==> src/rtl/mipi_tx_lane_distributor.sv <==
// Splits packet words across D-PHY data lanes and frames each lane with
// HS request, prepare, sync byte, data and a per-lane trail sequence.
module mipi_tx_lane_distributor #(
  parameter int               LANES          = 4,
  parameter logic [LANES-1:0] LANE_MASK      = {LANES{1'b1}},
  parameter int               PREPARE_CYCLES = 4,
  parameter int               TRAIL_CYCLES   = 2,
  parameter int               EXIT_CYCLES    = 3,
  parameter logic [7:0]       SYNC_BYTE      = 8'hB8
) (
  input  logic                 clk,
  input  logic                 rst,
  input  logic [LANES*8-1:0]   din,
  input  logic                 din_valid,
  input  logic                 din_last,
  input  logic [2:0]           din_bytes,
  output logic                 din_ready,
  output logic [LANES*8-1:0]   dout,
  output logic [LANES-1:0]     validout,
  output logic [LANES-1:0]     hs_req,
  output logic                 busy,
  output logic                 error
);

  typedef enum logic [2:0] {
    S_IDLE, S_PREP, S_SYNC, S_DATA, S_TRAIL, S_EXIT
  } state_t;

  localparam logic [2:0] LANES_B   = 3'(LANES);
  localparam logic [2:0] TRAIL_N   = 3'(TRAIL_CYCLES);
  localparam logic [3:0] PREP_LOAD = 4'(PREPARE_CYCLES - 1);
  localparam logic [3:0] EXIT_LOAD = 4'(EXIT_CYCLES - 1);

  state_t                    state_q, state_d;
  logic [3:0]                cnt_q, cnt_d;
  logic [LANES*8-1:0]        dout_q, dout_d;
  logic [LANES-1:0]          validout_q, validout_d;
  logic [LANES-1:0]          hs_req_q, hs_req_d;
  logic                      error_q, error_d;
  logic [LANES*8-1:0]        last_word_q, last_word_d;
  logic [LANES-1:0][2:0]     trail_left_q, trail_left_d;

  logic                      bytes_bad;
  logic [2:0]                nbytes;
  logic [LANES-1:0]          lane_has_data;
  logic [LANES-1:0][7:0]     lane_trail;
  logic [LANES*8-1:0]        lane_byte_mask;

  assign bytes_bad = (din_bytes == 3'd0) || (din_bytes > LANES_B);
  assign nbytes    = bytes_bad ? LANES_B : din_bytes;

  // Trail level is the inverse of the final bit driven on the lane.
  for (genvar gi = 0; gi < LANES; gi++) begin : g_lane
    assign lane_has_data[gi]            = (3'(gi) < nbytes);
    assign lane_trail[gi]               = last_word_q[gi*8+7] ? 8'h00 : 8'hFF;
    assign lane_byte_mask[gi*8 +: 8]    = {8{LANE_MASK[gi]}};
  end

  always_comb begin
    state_d      = state_q;
    cnt_d        = cnt_q;
    dout_d       = '0;
    validout_d   = '0;
    hs_req_d     = hs_req_q;
    error_d      = error_q;
    last_word_d  = last_word_q;
    trail_left_d = trail_left_q;
    din_ready    = 1'b0;

    case (state_q)
      S_IDLE: begin
        if (din_valid) begin
          state_d  = S_PREP;
          hs_req_d = LANE_MASK;
          cnt_d    = PREP_LOAD;
        end
      end
      S_PREP: begin
        if (cnt_q == 4'd0) state_d = S_SYNC;
        else               cnt_d   = cnt_q - 4'd1;
      end
      S_SYNC: begin
        dout_d      = {LANES{SYNC_BYTE}};
        validout_d  = LANE_MASK;
        // A lane that never carries data trails off the sync byte.
        last_word_d = {LANES{SYNC_BYTE}};
        state_d     = S_DATA;
      end
      S_DATA: begin
        din_ready  = 1'b1;
        validout_d = LANE_MASK;
        if (!din_valid) begin
          error_d = 1'b1;
          state_d = S_TRAIL;
          for (int i = 0; i < LANES; i++) begin
            dout_d[i*8 +: 8] = lane_trail[i];
            trail_left_d[i]  = TRAIL_N - 3'd1;
          end
        end else if (din_last) begin
          error_d = error_q | bytes_bad;
          state_d = S_TRAIL;
          for (int i = 0; i < LANES; i++) begin
            if (lane_has_data[i]) begin
              dout_d[i*8 +: 8]      = din[i*8 +: 8];
              last_word_d[i*8 +: 8] = din[i*8 +: 8];
              trail_left_d[i]       = TRAIL_N;
            end else begin
              dout_d[i*8 +: 8] = lane_trail[i];
              trail_left_d[i]  = TRAIL_N - 3'd1;
            end
          end
        end else begin
          dout_d      = din;
          last_word_d = din;
        end
      end
      S_TRAIL: begin
        for (int i = 0; i < LANES; i++) begin
          if (trail_left_q[i] != 3'd0) begin
            dout_d[i*8 +: 8] = lane_trail[i];
            validout_d[i]    = 1'b1;
            trail_left_d[i]  = trail_left_q[i] - 3'd1;
          end else begin
            hs_req_d[i] = 1'b0;
          end
        end
        if (hs_req_d == '0) begin
          state_d = S_EXIT;
          cnt_d   = EXIT_LOAD;
        end
      end
      S_EXIT: begin
        hs_req_d = '0;
        if (cnt_q == 4'd0) state_d = S_IDLE;
        else               cnt_d   = cnt_q - 4'd1;
      end
      default: state_d = S_IDLE;
    endcase

    validout_d = validout_d & LANE_MASK;
    dout_d     = dout_d & lane_byte_mask;
  end

  always_ff @(posedge clk) begin
    if (!rst) begin
      state_q      <= S_IDLE;
      cnt_q        <= '0;
      dout_q       <= '0;
      validout_q   <= '0;
      hs_req_q     <= '0;
      error_q      <= 1'b0;
      last_word_q  <= '0;
      trail_left_q <= '0;
    end else begin
      state_q      <= state_d;
      cnt_q        <= cnt_d;
      dout_q       <= dout_d;
      validout_q   <= validout_d;
      hs_req_q     <= hs_req_d;
      error_q      <= error_d;
      last_word_q  <= last_word_d;
      trail_left_q <= trail_left_d;
    end
  end

  assign dout     = dout_q;
  assign validout = validout_q;
  assign hs_req   = hs_req_q;
  assign busy     = (state_q != S_IDLE);
  assign error    = error_q;

endmodule
==> config.mk <==
export PLATFORM = sky130hd
export DESIGN_NAME = mipi_tx_lane_distributor
export DESIGN_NICKNAME = d
export VERILOG_FILES = /design/src/rtl/mipi_tx_lane_distributor.sv
export SDC_FILE = /design/constraint.sdc
export NUM_CORES = 1
export LEC_CHECK = 0
export CAP_MARGIN = 0
export CORE_MARGIN = 4
export CORE_UTILIZATION = 55
export DETAILED_ROUTE_END_ITERATION = 8
export DONT_BUFFER_PORTS = 1
export GPL_ROUTABILITY_DRIVEN = 0
export PLACE_DENSITY = 0.73
export REMOVE_ABC_BUFFERS = 1
export SYNTH_ARGS = -nofsm -noshare
export SYNTH_HDL_FRONTEND = slang
export SYNTH_SLANG_ARGS = --single-unit
==> constraint.sdc <==
create_clock -name clk -period 2.5 [get_ports clk]
set_clock_uncertainty 0.1 [all_clocks]
set_input_delay 0.25 -clock clk [delete_from_list [all_inputs] [get_ports clk]]
set_output_delay 0.25 -clock clk [all_outputs]
set_load 0.01 [all_outputs]
==> images/power_grid.png <==
(4 px per µm) Pins as bars on the die edge.
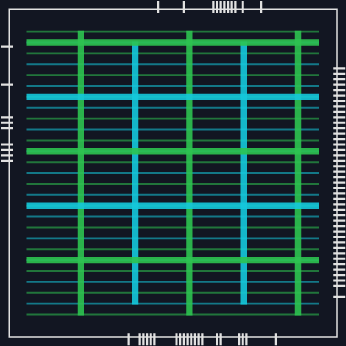
- cyan: VDD
- green: VSS
- signal pins: 82
- met4 straps: 5
CORE AREA: 5170 µm²
Die Y: 81.6 µm
chip width: 81.6 µm
Max VDD drop: 0.448 mV

==> images/placement_by_type.png <==
(3 px per µm) Fill, decap, tap and diode cells in gray.
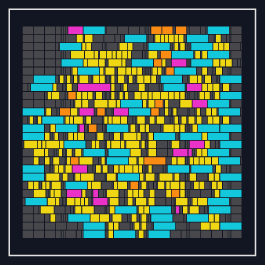
- orange: other buffers and delay cells (cells 16)
- yellow: combinational and other logic (cells 279)
- cyan: flops (cells 64)
- magenta: clock drivers and dummy loads (cells 16)

==> images/clk_routes.png <==
(6 px per µm)
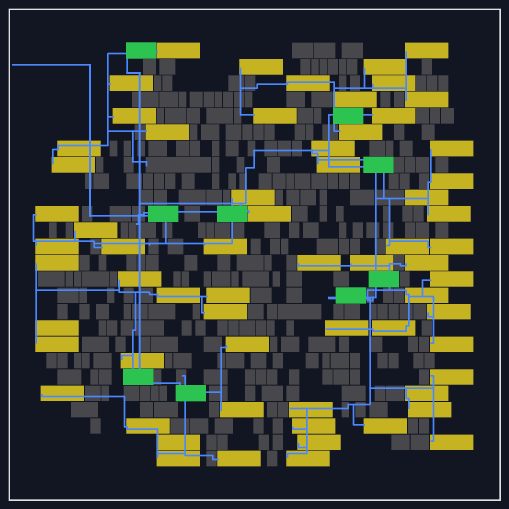
- blue: clock wires (length 757 µm)
- green: clock drivers (count 9)
- yellow: flip-flops (count 64)
- flops lie: spread over the die

==> images/wires.png <==
(4 px per µm) Two of the layers only.
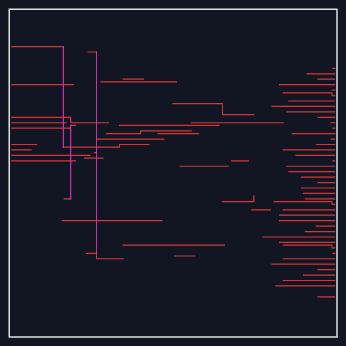
- red: metal 3 (wire length 767 µm)
- magenta: metal 4 (wire length 93.8 µm)
routed wirelength normalized by instance count: 16.6 µm
GRT Overall Usage: 0.237
vias: 2,592
DRT Wirelength: 7400 µm

==> images/placement.png <==
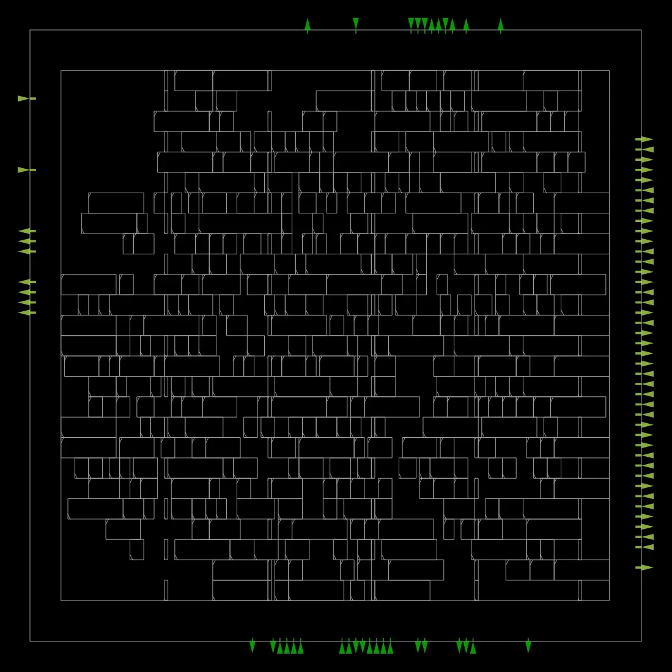
Fillers: 432
sequential fraction of total cell area: 0.384
TAP cells: 70
Final Util: 0.645

==> impl_metrics.tcl <==
# metrics dict for downstream scripts
set metrics [dict create \
    status "finished clean" \
    yosysSeqAreaShare 0.430 \
    tightestPinTransition_ns 0.564 \
    yosysTopAreaCellShare 0.430 \
    log.warning_count 30 \
    maxSlewViolCount 0 \
    seq_cells 64 \
    dp.final_hpwl_um 5190 \
    ys_chip_area_um2 2980 \
    flop_area_um2 1280 \
    hold_viol 0 \
    finalSetupTns_ns 0 \
    synth.distinct_cells 52 \
    period_minus_slack_ns 2.19 \
    ys_cells 360 \
    nets 420 \
    syn2layout_area_growth_pct 12.1 \
    clock_latency_ns 0.33 \
    cts_buffers 9 \
    startpoint_type "flop" \
    cts_tree "yes" \
    worstPathArrival_ns 2.31 \
    synth_cells 360 \
    worstSetupEndpointType "flop" \
    crit_type "reg -> reg" \
    met3_length_um 766 \
    finalClockPeriodUsage 0.874 \
    layout-drive-gt1-share 0.125 \
    fmax_mhz 458 \
    highest_layer "met4" \
    inv_count 21 \
    antennaDiodeCount 0 \
    drc 0 \
    worst-path-max-fanout 13 \
    cts_root_buf "clkbuf_8" \
    crit_required_ns 2.62 \
    numClockSinks 64 \
    largest_area_cell "dfxtp_1" \
    num-clock-buffers 13 \
    slew_headroom 0.624 \
    portBuffers 0 \
    cts_resized 0 \
    hold_class "in -> reg" \
    rsz0062_at_grt "no" \
    antenna_left 0 \
    edf_count 0 \
    power_uw 2640 \
    ys_warn_count 0 \
    grt_max_degree 25 \
    antenna_found_initial 0 \
    synthFlopType "dfxtp_1" \
    drt-met1-wl_um 3110 \
    htreeDepth 3 \
    syn_area_um2 2980 \
    drv_cap 0 \
    gr-total-overflow 0 \
    via_per_inst 5.82 \
    async_flop_share 0 \
    firstDrtPassIters 5 \
    largestClassByArea "multi-input combinational cells" \
    cts-hold-fix-buffers 5 \
    synthTopCellsByArea "dfxtp_1, a21oi_1, o21ai_0" \
    logic_area_um2 1550 \
    grt_pass1_wl_um 12000 \
    clkCellAreaFrac 0.0596 \
    power_leakage_uw 0.00124 \
    drt_iter0_markers 244 \
    comb_share 0.463 \
    chipArea_um2 6650 \
    pwr_density_cell_nw_per_um2 791 \
    cts_buffer_depth 2 \
    buf_share 0.0435 \
    setup_violations 0 \
    syn_area_per_cell_um2 8.27 \
    grt_pass1_vias 2457 \
    num_io_pins 82 \
    initial_utilization 0.575 \
    comb_cells 258 \
    wl_met2_um 3430 \
    cts_setup_buffers 0 \
    clk_pin_slew_ns 0.07 \
    core.rowCount 26 \
    nNonClkBuffers 16 \
    ys.flops 64 \
]
## kinds of logic after synthesis
group / count (synthesis) / share of synthesized area
AND/OR/NAND/NOR: 105 / 0.182
flip-flops: 64 / 0.430
adder cells (fa/ha/maj): 11 / 0.0462
buffers and inverters: 38 / 0.0517
AND-OR/OR-AND: 139 / 0.279
XOR/XNOR: 1 / 0.00294
multiplexers: 2 / 0.00715
## sequential cells by signal, indices dropped and copies added, names as in the netlist
name and count:
cnt_q 4, hs_req 4, last_word_q 4, state_q 3, error 1, validout 4, trail_left_q 12, dout 32
## stage by stage
stage | hold WS, ns | utilization | std cells | worst slack (ns) | instance area, µm²
after CTS | 0.0199 | 0.645 | 445 | 0.345 | 3340
after detailed placement | 0.278 | 0.597 | 424 | 0.345 | 3090
after floorplan | 0.268 | - | 343 | 0.0623 | 2900
after global routing | 0.0185 | 0.645 | 445 | 0.263 | 3340
after global placement | 0.275 | 0.597 | 424 | 0.354 | 3090
final | 0.0416 | 0.645 | 445 | 0.315 | 3340
## layer usage
metal	global-route usage	vias to the layer above
li1	-	1279
met1	0.298	1211
met2	0.358	94
met3	0.0866	8
met4	0.111	0
met5	0	-
## worst paths after layout
path | startpoint | end | slack (ns) | cells past startpoint
worst max-delay path | state_q[2]$_SDFFE_PN0P_ | cnt_q[1]$_SDFFE_PN0P_ | 0.31 | 4
worst min-delay path | rst | trail_left_q[11]$_SDFFE_PN0P_ | 0.04 | 2
worst max register to register | state_q[2]$_SDFFE_PN0P_ | cnt_q[1]$_SDFFE_PN0P_ | 0.31 | 4
worst min register to register | cnt_q[1]$_SDFFE_PN0P_ | cnt_q[1]$_SDFFE_PN0P_ | 0.40 | 1
## cells in the final DEF (no fill, tap or decap), types with 2 or more instances in the layout
master and instances:
a21boi_0 2, a21oi_1 47, a21oi_2 8, a311oi_1 2
a31oi_1 4, and2_1 8, and3_1 4, buf_4 10
clkbuf_1 2, clkbuf_8 11, clkinv_2 2, dfxtp_1 64
dlygate4sd3_1 5, ha_1 11, inv_1 19, nand2_1 21
nand2b_1 6, nand3_1 3, nor2_1 29, nor2b_1 7
nor3_1 11, nor4_1 2, o211a_1 3, o21a_1 7
o21ai_0 47, o21ai_2 3, o21bai_1 5, or3_1 3
or3_4 3
## where the power goes
part	switching (µW)	internal [µW]	total, µW
logic	356	214	570
clock network	378	513	891
registers	76.3	1100	1180
total	810	1830	2640
## synthesized netlist by cell type (2+ instances only)
library cell / number
dfxtp_1: 64
a21oi_1: 47
o21ai_0: 47
nor2_1: 29
nand2_1: 21
inv_1: 19
clkbuf_1: 11
ha_1: 11
nor3_1: 11
a21oi_2: 8
and2_1: 8
nor2b_1: 7
o21a_1: 7
nand2b_1: 6
o21bai_1: 5
a31oi_1: 4
and3_1: 4
buf_2: 3
nand3_1: 3
o211a_1: 3
or3_1: 3
or3_4: 3
a21boi_0: 2
a311oi_1: 2
buf_4: 2
nor4_1: 2
o21ai_1: 2
o21ai_2: 2
## worst max-delay path, cell delays in order (launching register included)
cell	delay, ns
dfxtp_1	0.49
or3b_1	0.64
a31oi_1	0.48
nor4_1	0.14
o211a_1	0.23
Power is estimated from default activity; no workload was simulated.
